[src/rtl/hamming_decoder.sv]
// Byte-serial SECDED decoder for Hamming(15,11) plus overall parity.
// Accepts a codeword as two bytes, then returns two corrected data bytes with a status code.
module hamming_decoder #(
  parameter int CNT_W = 8
) (
  input  logic             CLK,
  input  logic             Reset,
  input  logic [7:0]       IN_DATA,
  input  logic             IN_VALID,
  output logic             IN_READY,
  output logic [7:0]       OUT_DATA,
  output logic             OUT_VALID,
  input  logic             OUT_READY,
  output logic [1:0]       STATUS,
  output logic [CNT_W-1:0] CORR_CNT,
  output logic [CNT_W-1:0] UNCORR_CNT
);

  typedef enum logic [2:0] {
    RX_LO  = 3'd0,
    RX_HI  = 3'd1,
    DECODE = 3'd2,
    TX_LO  = 3'd3,
    TX_HI  = 3'd4
  } state_t;

  localparam logic [1:0] ST_CLEAN  = 2'b00;
  localparam logic [1:0] ST_CORR   = 2'b01;
  localparam logic [1:0] ST_UNCORR = 2'b10;

  state_t           r_state;
  logic [15:0]      r_code;
  logic [2:0]       r_data_hi;
  logic [7:0]       r_out_data;
  logic [1:0]       r_status;
  logic             r_in_ready;
  logic             r_out_valid;
  logic [CNT_W-1:0] r_corr_cnt;
  logic [CNT_W-1:0] r_uncorr_cnt;

  logic [3:0]  w_syn;
  logic        w_par;
  logic [15:0] w_fixed;
  logic [7:0]  w_lo;
  logic [2:0]  w_hi;
  logic [1:0]  w_status;

  always_comb begin
    w_syn = '0;
    for (int unsigned i = 1; i < 16; i++) begin
      if (r_code[i]) w_syn = w_syn ^ 4'(i);
    end
    w_par = ^r_code;
    // A syndrome of zero with odd parity lands on c[0], leaving the data bits untouched.
    w_fixed = r_code;
    if (w_par) w_fixed[w_syn] = ~r_code[w_syn];
    w_lo = {w_fixed[12], w_fixed[11], w_fixed[10], w_fixed[9],
            w_fixed[7],  w_fixed[6],  w_fixed[5],  w_fixed[3]};
    w_hi = w_fixed[15:13];
    if (w_par)              w_status = ST_CORR;
    else if (w_syn != 4'd0) w_status = ST_UNCORR;
    else                    w_status = ST_CLEAN;
  end

  always_ff @(posedge CLK) begin
    if (Reset) begin
      r_state      <= RX_LO;
      r_code       <= '0;
      r_data_hi    <= '0;
      r_out_data   <= '0;
      r_status     <= ST_CLEAN;
      r_in_ready   <= 1'b1;
      r_out_valid  <= 1'b0;
      r_corr_cnt   <= '0;
      r_uncorr_cnt <= '0;
    end else begin
      case (r_state)
        RX_LO: if (IN_VALID) begin
          r_code[7:0] <= IN_DATA;
          r_state     <= RX_HI;
        end
        RX_HI: if (IN_VALID) begin
          r_code[15:8] <= IN_DATA;
          r_in_ready   <= 1'b0;
          r_state      <= DECODE;
        end
        DECODE: begin
          r_out_data  <= w_lo;
          r_data_hi   <= w_hi;
          r_status    <= w_status;
          r_out_valid <= 1'b1;
          if (w_status == ST_CORR && r_corr_cnt != '1)
            r_corr_cnt <= r_corr_cnt + 1'b1;
          if (w_status == ST_UNCORR && r_uncorr_cnt != '1)
            r_uncorr_cnt <= r_uncorr_cnt + 1'b1;
          r_state <= TX_LO;
        end
        TX_LO: if (OUT_READY) begin
          r_out_data <= {5'b0, r_data_hi};
          r_state    <= TX_HI;
        end
        TX_HI: if (OUT_READY) begin
          r_out_data  <= '0;
          r_out_valid <= 1'b0;
          r_in_ready  <= 1'b1;
          r_state     <= RX_LO;
        end
        default: begin
          r_out_valid <= 1'b0;
          r_in_ready  <= 1'b1;
          r_state     <= RX_LO;
        end
      endcase
    end
  end

  assign IN_READY   = r_in_ready;
  assign OUT_VALID  = r_out_valid;
  assign OUT_DATA   = r_out_data;
  assign STATUS     = r_status;
  assign CORR_CNT   = r_corr_cnt;
  assign UNCORR_CNT = r_uncorr_cnt;

endmodule

[config.mk]
export PLATFORM = sky130hd
export DESIGN_NAME = hamming_decoder
export DESIGN_NICKNAME = d
export VERILOG_FILES = /design/src/rtl/hamming_decoder.sv
export SDC_FILE = /design/constraint.sdc
export NUM_CORES = 1
export LEC_CHECK = 0
export CORE_ASPECT_RATIO = 1.1
export CORE_UTILIZATION = 50
export CTS_BUF_LIST = sky130_fd_sc_hd__clkbuf_4
export DETAILED_ROUTE_END_ITERATION = 10
export PLACE_DENSITY = 0.81
export SYNTH_ARGS = -nofsm -noshare
export SYNTH_HDL_FRONTEND = slang
export SYNTH_SLANG_ARGS = --single-unit
[constraint.sdc]
create_clock -name CLK -period 2.25 [get_ports CLK]
set_clock_uncertainty 0.15 [all_clocks]
set_input_delay 0.45 -clock CLK [delete_from_list [all_inputs] [get_ports CLK]]
set_output_delay 0.45 -clock CLK [all_outputs]
set_load 0.02 [all_outputs]
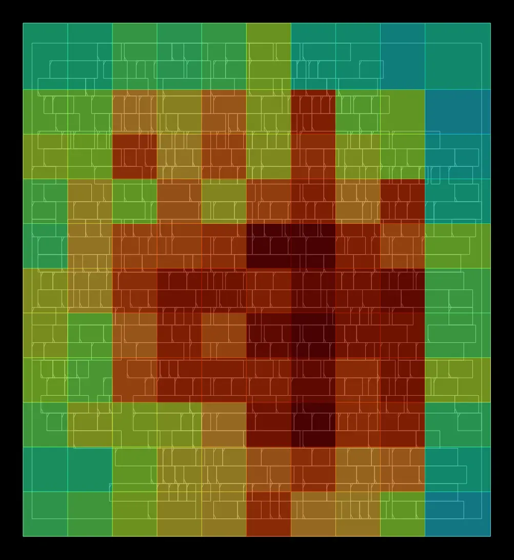
Fig. 1. Track usage over the die (run 1).
wire length per cell: 18.2 microns
GRT Total Usage: 29.6%
met1 Use GR: 35.3%
most used routing layer: met2
met3 usage: 6.98%

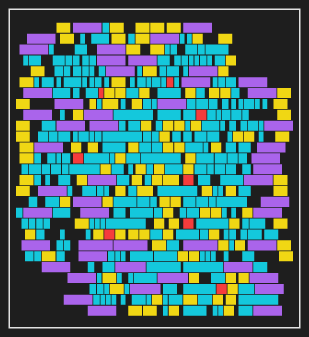
Fig. 2. Cells colored by class (run 1).
Drawn at 4 px/micron.
Key: purple = flip-flops [cells 50, share of their area 26%]; cyan = all other logic [cells 251, share of their area 48%]; red = clock drivers and dummy loads [cells 8, share of their area 1.4%]; yellow = other buffers and delay cells [cells 110, share of their area 24%]

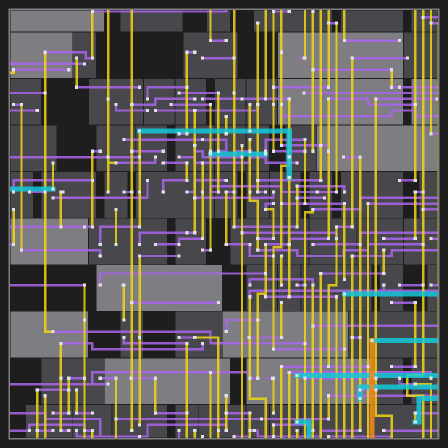
Fig. 3. Close-up of the layout (run 1).
Region (6, 47) to (31, 72) microns. Cells in gray, sequential cells in the stronger gray; small squares are vias.
Key: orange = met4; yellow = met2; purple = met1; cyan = met3
Sequential cells in the window: 9. 59 logic cells have their middle in the window. Most frequent: dfxtp_1 (9), xnor2_1 (7), nor2_1 (6). Netlist names of flops here include CORR_CNT (5), UNCORR_CNT (2).

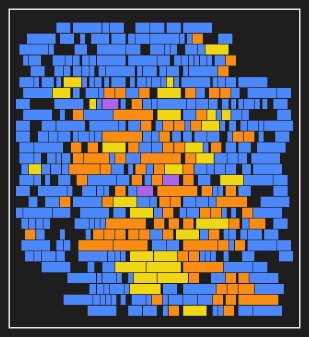
Fig. 4. Drive-strength map (run 1).
Drawn at 4 px/micron.
Key: purple = drive 6 and up [cells 3]; orange = drive 3 to 4 [cells 88]; yellow = drive 2 [cells 28]; blue = drive 1 or less [cells 300]

-- run 1: worst max-delay path, stage by stage (launching register included) --
cell and delay (ns):
dfxtp_4 0.38, buf_4 0.14, xor2_4 0.24, buf_6 0.18, xor2_2 0.21, buf_4 0.18, buf_4 0.12, nand4_1 0.16
buf_4 0.19, a211oi_2 0.21, xor2_1 0.23, a22o_1 0.15
-- run 1: power by group through the flow --
stage | Clock [mW] | Combinational, mW | Sequential [mW]
6_report | 0.415 | 1.41 | 0.970
5_1_grt | 0.452 | 1.47 | 0.975
4_1_cts | 0.418 | 1.14 | 0.967
3_5_place_dp | 0 | 1.04 | 0.985
3_3_place_gp | 0 | 1.01 | 0.982
2_1_floorplan | 0 | 0.610 | 1.00
-- run 1: layer usage --
layer	track usage, %	up-vias	wire (microns)
li1	-	1316	-
met1	35.3	1386	3450
met2	50.6	171	4360
met3	6.98	52	664
met4	12.5	0	461
met5	0	-	0
-- run 1: sequential cells by signal (all words and copies together), names as in the netlist, 2 cells and up --
signal and flops:
r_code 16, CORR_CNT 8, OUT_DATA 8, UNCORR_CNT 8
r_data_hi 3, r_state 3, STATUS 2
-- run 1: layout by cell type, fill, tap and decap left out, drive strengths merged, types with 4 or more instances in the layout --
cell type      synthesis  layout
nand3                 11      11
nand2                 38      38
xnor2                 25      25
or3                    5       5
a21oi                 23      23
xor2                  15      15
clkdlybuf4s50          0      39
mux2i                  9       9
o21ai                 11      11
a211oi                 8       8
buf                    5      71
nor2                  36      36
dfxtp                 50      50
o211ai                 4       4
nor3                  10      10
nand4                 11      11
a211o                  4       4
inv                    6       6
clkbuf                 6       5
-- run 1: final timing paths --
path	depth (start not counted)	slack [ns]	end
worst max-delay path	11	-0.34	OUT_DATA[3]
worst min-delay path	2	0.34	r_code[0]
worst max register to register	11	-0.34	OUT_DATA[3]
worst min register to register	2	0.34	r_code[0]
-- run 1: area by class of cell --
type,instances,area (sq um),share of cell area (%)
tap,72,90.1,2.27
inverter,6,22.5,0.566
multi-input combinational,245,1860,46.8
timing repair buffer,110,932,23.4
clock inverter,3,16.3,0.409
sequential,50,1020,25.6
clock buffer,5,37.5,0.944
-- run 1: timing repair --
| action | 4_1_cts | 5_1_grt |
|---|---|---|
| hold buffers | 0 | 0 |
| setup buffers | 9 | 5 |
| endpoints found under the setup margin | 26 | 27 |
| hold endpoints to repair | 0 | 0 |
| gates cloned | 0 | 1 |
| gates resized | 23 | 14 |
| pin swaps | 9 | 6 |
-- run 1: metrics by stage --
| stage | power (mW) | util, % | instance area [sq um] | std cells |
|---|---|---|---|---|
| floorplan | 1.61 | - | 2740 | 312 |
| global placement | 2.00 | 70.3 | 3590 | 468 |
| finish | 2.80 | 77.9 | 3980 | 491 |
| global route | 2.90 | 77.9 | 3980 | 491 |
| CTS | 2.52 | 75.1 | 3830 | 485 |
| detailed placement | 2.02 | 70.3 | 3590 | 468 |
==> reports/metrics.cfg, run 1 <==
[sta]
finalWorstSetupSlack_ns=-0.344
min_period_ns=2.59
rsz0062_at_grt=yes
clock.fmax_mhz=386
setup_viol_count_final=24
hold_viol=0
max_slew_margin_pct=63.6
worstMarginPinSlew_ns=0.543

[setup_path]
startpoint=r_code[11]

[route]
drc=0
wirelength_microns=8930
detail-route-antenna-nets=0

[status]
outcome=finished with violations
violations=setup timing

[synthesis]
edf_count=0
top_area_cell=dfxtp_1
synth.logic.top_family=simple AND/OR/NAND/NOR gates
ys_seq_share_pct=36.9
avgSynthCellArea_sq_um=8.69
simple_gate_share_pct=21.4
synthAdderAreaFrac_pct=0.923
synth.cellmix.xorXnorShare_pct=16.8

[power]
comb_power_share_pct=50.4
p_leak_nw=1.53

[floorplanning]
io_pins=40
dieArea_sq_mm=0.00572
core_sq_mm=0.00510

[placement]
gp_congestion=0.872

[worst_hold_path]
min_path_type=reg2reg

[cts]
cts_max_level=2
clk_pin_slew_ns=0.14
numCtsBuffers=5

[global_routing]
grt_pass1_vias=2725

Fig. 5: run 1, met1 routing
Drawn at 6 px/micron.
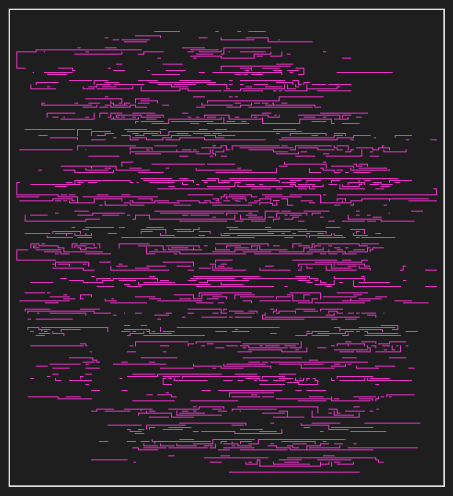

==> run 2, diff against run 1 <==
Settings changed: CORE_UTILIZATION 50 to 51, PLACE_DENSITY 0.81 to 0.83, SLEW_MARGIN set to 20.
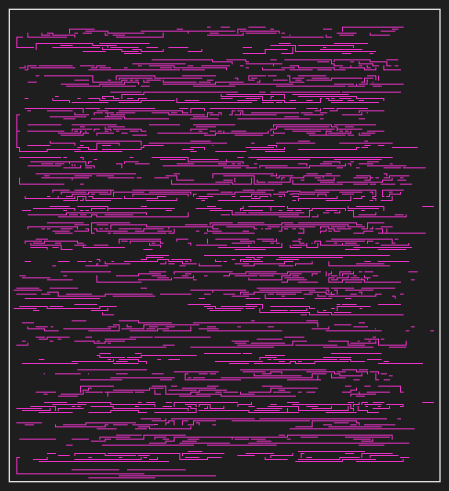
Fig. 6. Met1 routing (run 2).
Drawn at 6 px/micron.
The longest straight run is 30.8 microns. The wires run mostly horizontal. The layer carries 4370 microns of wire. 407 nets have wire on it.

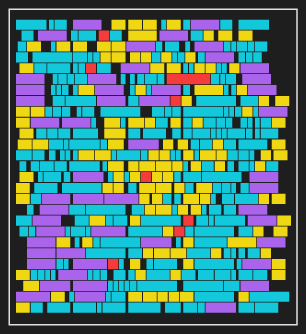
Fig. 7. Cells colored by class (run 2).
Drawn at 4 px/micron.
Key: purple = flip-flops [cells 50, share of their area 23%]; cyan = all other logic [cells 251, share of their area 49%]; yellow = other buffers and delay cells [cells 122, share of their area 26%]; red = clock drivers and dummy loads [cells 8, share of their area 1.9%]

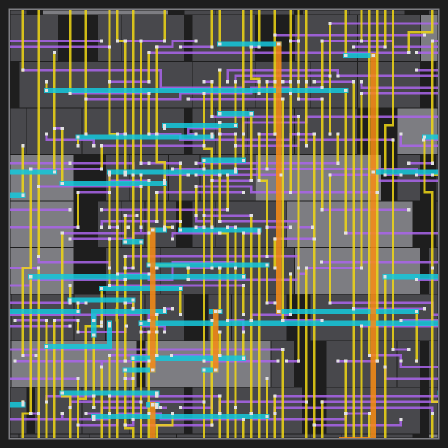
Fig. 8. Close-up of the layout (run 2).
Region (5, 46) to (30, 71) microns. Cells in gray, sequential cells in the stronger gray; small squares are vias.
Key: orange = met4; cyan = met3; yellow = met2; purple = met1
Netlist names of flops here include CORR_CNT (5), UNCORR_CNT (2). Most frequent: dfxtp_1 (8), clkdlybuf4s50_1 (7), nor2_1 (6). Sequential cells in the window: 8. 53 logic cells have their middle in the window.

==> run 2 against run 1 <==
  * Synthesized area is the same
  * Register-to-register slack lost 0.15 ns
  * Sequential power grew 2%
  * Die area shrank 1.9%
  * Synthesized cell count is the same
  * Critical path depth shrank 1
  * Utilization grew 11 points
  * The run still ends with setup timing left
  * Worst setup slack lost 0.15 ns
  * Clock power grew 37%
  * Sequential share of layout area shrank 2.7 points
  * Non-clock buffer count grew 12
  * Critical path type unchanged
==> reports/metrics.cfg, run 2 <==
[placement]
post_dp_cell_area_sq_mm=0.00355

[cells_and_area]
regMostFlops=r_code
lay_top_count=buf_4
final_area_sq_mm=0.00450
lay_top_cells=59 x buf_4, 39 x clkdlybuf4s50_1, 37 x dfxtp_1, 37 x nand2_1, 31 x nor2_1
largest_reg_flops=16

[worst_hold_path]
whs_endpoint=STATUS[1]
min_path_type=reg2reg
worstHoldPathCells=2

[route]
wirelength_microns=12500
detail-route-antenna-nets=0

[synthesis]
avgSynthCellArea_sq_um=8.69
top_area_cell=dfxtp_1
edf_count=0
ys_seq_share_pct=36.9

[sta]
rsz0062_at_grt=yes
setup_viol_count_final=28
min_period_ns=2.75
worstMarginPinSlew_ns=0.780
max_slew_margin_pct=48.0
finalWorstSetupSlack_ns=-0.495

[floorplanning]
io_pins=40
dieArea_sq_mm=0.00561

[cts]
cts_max_level=2
clk_pin_slew_ns=0.17

[status]
violations=setup timing
outcome=finished with violations

[setup_path]
worstRegToRegCells=10
r2r_slack_ns=-0.50

[global_routing]
grt_pass1_vias=2909
track_usage_pct=34.1

-- run 2: cell counts after synthesis --
No cell type changed its count.
-- run 2: repair_timing --
| item | 4_1_cts | 5_1_grt |
|---|---|---|
| cloned | 0 | 1 |
| setup buffers | 14 | 17 |
| endpoints found under the setup margin | 27 | 27 |
| resized | 64 | 50 |
| pin swaps | 27 | 34 |
| hold endpoints to repair | 0 | 0 |
-- run 2: how the worst max path moves through the flow --
stage / startpoint / endpoint / slack (ns) / cells after the start
CTS: r_code[11] / OUT_DATA[7] / -0.22 / 7
detailed placement: r_code[13] / UNCORR_CNT[3] / -0.29 / 8
finish: r_code[7] / UNCORR_CNT[2] / -0.50 / 10
floorplan: r_code[11] / OUT_DATA[7] / -0.16 / 7
global route: r_code[7] / UNCORR_CNT[1] / -0.50 / 10
global placement: r_code[13] / OUT_DATA[7] / -0.16 / 7
-- run 2: power by group --
group / total, mW / leakage [nW] / internal (mW) / switching, mW
clock network: 0.570 / 0.0419 / 0.247 / 0.324
registers: 0.986 / 0.413 / 0.928 / 0.0578
logic: 1.93 / 1.27 / 0.911 / 1.02
-- run 2: worst max-delay path: stages, from the launching register on --
cell and delay [ns]:
dfxtp_4 0.39, buf_6 0.13, xnor2_4 0.30, buf_4 0.21, xnor2_4 0.10, nor3_1 0.60, o211ai_4 0.20, nand4_4 0.18
buf_6 0.14, o21ai_1 0.10, a21oi_2 0.17
-- run 2: cells by family after synthesis --
kind of cell / count (synthesis) / share of synthesized area (%)
AND/OR/NAND/NOR: 123 / 21.4
multiplexers: 10 / 4.15
AND-OR/OR-AND: 68 / 16.9
buffers and inverters: 17 / 2.91
flip-flops: 50 / 36.9
XOR/XNOR: 42 / 16.8
adder cells (fa/ha/maj): 2 / 0.922
-- run 2: cell type report --
class,instances,area [sq um]
clock buffers,6,45.0
well taps,58,72.6
multi-input cells,245,2160
inverters,6,22.5
repair buffers,122,1130
clock inverters,2,37.5
flip-flops and latches,50,1030
fillers,213,564
-- run 2: per-layer routing --
metal | vias to the layer above | global-route usage, % | share of wire (%)
li1 | 1347 | - | -
met1 | 1571 | 41.3 | 35
met2 | 340 | 59.7 | 48
met3 | 107 | 5.13 | 9.9
met4 | 0 | 14.7 | 7.0
met5 | - | 0 | 0
-- run 2: metrics by stage --
| stage | std cells | TNS [ns] | utilization [%] | hold slack [ns] |
|---|---|---|---|---|
| 3_3_place_gp | 451 | -1.53 | 70.0 | 0.308 |
| 3_5_place_dp | 451 | -4.19 | 70.0 | 0.311 |
| 4_1_cts | 473 | -2.12 | 81.3 | 0.330 |
| 5_1_grt | 489 | -9.27 | 88.9 | 0.371 |
| 2_1_floorplan | 312 | -0.483 | - | 0.299 |
| 6_report | 489 | -8.64 | 88.9 | 0.356 |
Fig. 9: run 2, track usage over the die
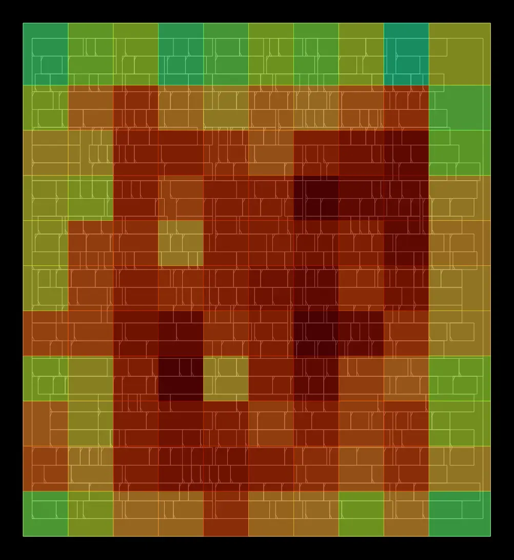

==> run 3, diff against run 2 <==
Settings changed: CORE_UTILIZATION 51 to 60, PLACE_DENSITY 0.83 to 0.91.
Clock period 2.25 ns to 3.19 ns, I/O delays scaled along.
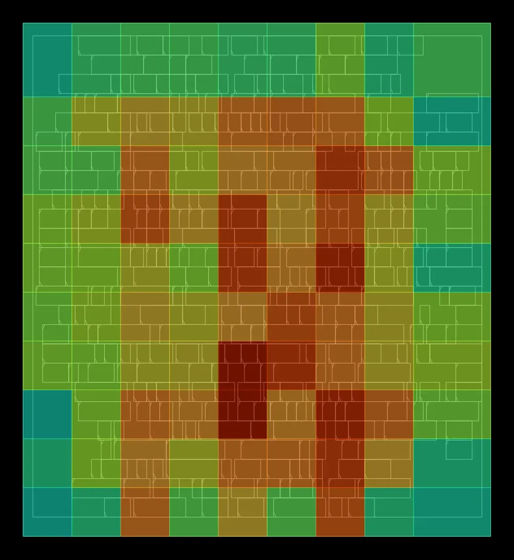
Fig. 10. Track usage over the die (run 3).
GRT Total Usage: 27.2%
met1 Use GR: 36.4%
met3 usage: 3.77%
wire length per cell: 14.8 microns

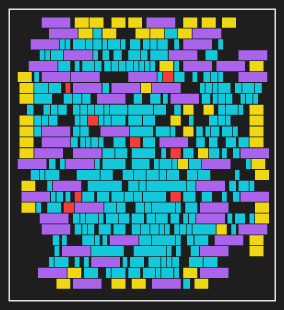
Fig. 11. Cells colored by class (run 3).
Drawn at 4 px/micron.
Key: purple = flip-flops [cells 50, share of their area 32%]; yellow = other buffers and delay cells [cells 47, share of their area 14%]; red = clock drivers and dummy loads [cells 8, share of their area 1.7%]; cyan = all other logic [cells 251, share of their area 53%]

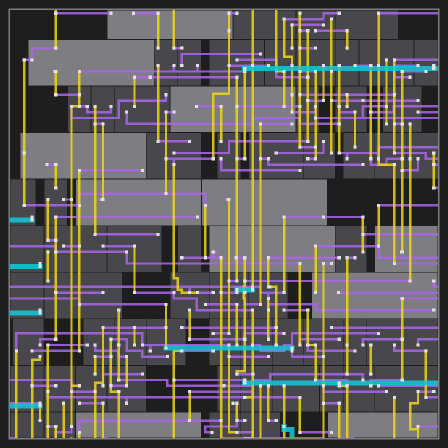
Fig. 12. Close-up of the layout (run 3).
Region (4, 42) to (29, 67) microns. Cells in gray, sequential cells in the stronger gray; small squares are vias.
Key: cyan = met3; yellow = met2; purple = met1
Sequential cells in the window: 11. Netlist names of flops here include UNCORR_CNT (6), CORR_CNT (4). 70 logic cells have their middle in the window. Most frequent: dfxtp_1 (11), nand3_1 (8), nor2_1 (8).

==> run 3 against run 2 <==
  * The flow now finishes without violations
  * Design area shrank 28%
  * Fmax shrank 3.4%
  * Critical path depth shrank 3
  * Flip-flop count is the same
  * Worst setup slack gained 0.84 ns
  * Clock-buffer cell count shrank 1
  * Die area shrank 15%
  * Sequential power shrank about 30%
  * Non-clock buffer count shrank 75
  * Clock power shrank 51%
  * Hold slack lost 0.025 ns
==> reports/metrics.cfg, run 3 <==
[sta]
rsz0062_at_grt=no
hold_viol=0
clock.fmax_mhz=352
finalWorstSetupSlack_ns=0.348
min_period_ns=2.84

[cts]
clk_pin_slew_ns=0.13

[synthesis]
aoi_share_pct=16.9
synthMuxAreaShare_pct=4.15
synthAdderAreaFrac_pct=0.923
avgSynthCellArea_sq_um=8.69

[worst_hold_path]
min_path_type=reg2reg

[setup_path]
slowest_stage=dfxtp_1
worst_r2r_endpoint=UNCORR_CNT[3]

[power]
clockPowerShare_pct=18.2
seq_power_share_pct=45.0
p_leak_nw=1.17

[status]
outcome=finished, final reports clean

[cells_and_area]
lay_top_count=dfxtp_1
register_area_sq_mm=0.00100

[global_routing]
grt_pass1_vias=2109

[floorplanning]
dieArea_sq_mm=0.00479

[placement]
place_inst=402

-- run 3: power groups by stage --
stage                     sequential, mW  clock [mW]  combinational [mW]
final                              0.689       0.279               0.564
after global routing               0.694       0.318               0.609
after detailed placement           0.702           0               0.535
after global placement             0.701           0               0.523
after CTS                          0.688       0.287               0.537
after floorplan                    0.706           0               0.414
-- run 3: cells by family after synthesis --
logic type,count (synthesis)
buffers and inverters,17
flip-flops,50
XOR/XNOR,42
AND-OR/OR-AND,68
multiplexers,10
adder cells (fa/ha/maj),2
AND/OR/NAND/NOR,123
-- run 3: metal layers --
metal | vias to the layer above | track usage, %
li1 | 1205 | -
met1 | 1127 | 36.4
met2 | 75 | 45.0
met3 | 8 | 3.77
met4 | 0 | 9.22
met5 | - | 0
-- run 3: metrics by stage --
step / cell area (sq um) / util [%]
finish: 3240 / 75.0
detailed placement: 3170 / 73.5
floorplan: 2710 / -
CTS: 3230 / 74.8
global route: 3240 / 75.0
global placement: 3170 / 73.5
-- run 3: worst min-delay path by stage --
stage               from   endpoint  slack (ns)  cells after the start
3_5_place_dp   r_code[0]  r_code[0]        0.32                      2
2_1_floorplan  r_code[0]  r_code[0]        0.30                      2
4_1_cts        r_code[0]  r_code[0]        0.33                      2
6_report       r_code[0]  r_code[0]        0.33                      2
5_1_grt        r_code[0]  r_code[0]        0.35                      2
3_3_place_gp   STATUS[1]  STATUS[1]        0.31                      2
-- run 3: critical path, delay by kind of cell (launching register included) --
family           cells  cell delay, ns
flip-flops           1            0.44
AND/OR/NAND/NOR      2            0.75
AND-OR/OR-AND        1            0.15
XOR/XNOR             4            1.30
-- run 3: area by class of cell --
type	instances	area share [%]
Multi-Input combinational cell	245	50.8
Clock buffer	5	1.16
Inverter	6	0.695
Clock inverter	3	0.502
Tap cell	54	2.09
Timing Repair Buffer	47	13.9
Sequential cell	50	30.9
Power and IR drop assume default switching activity.
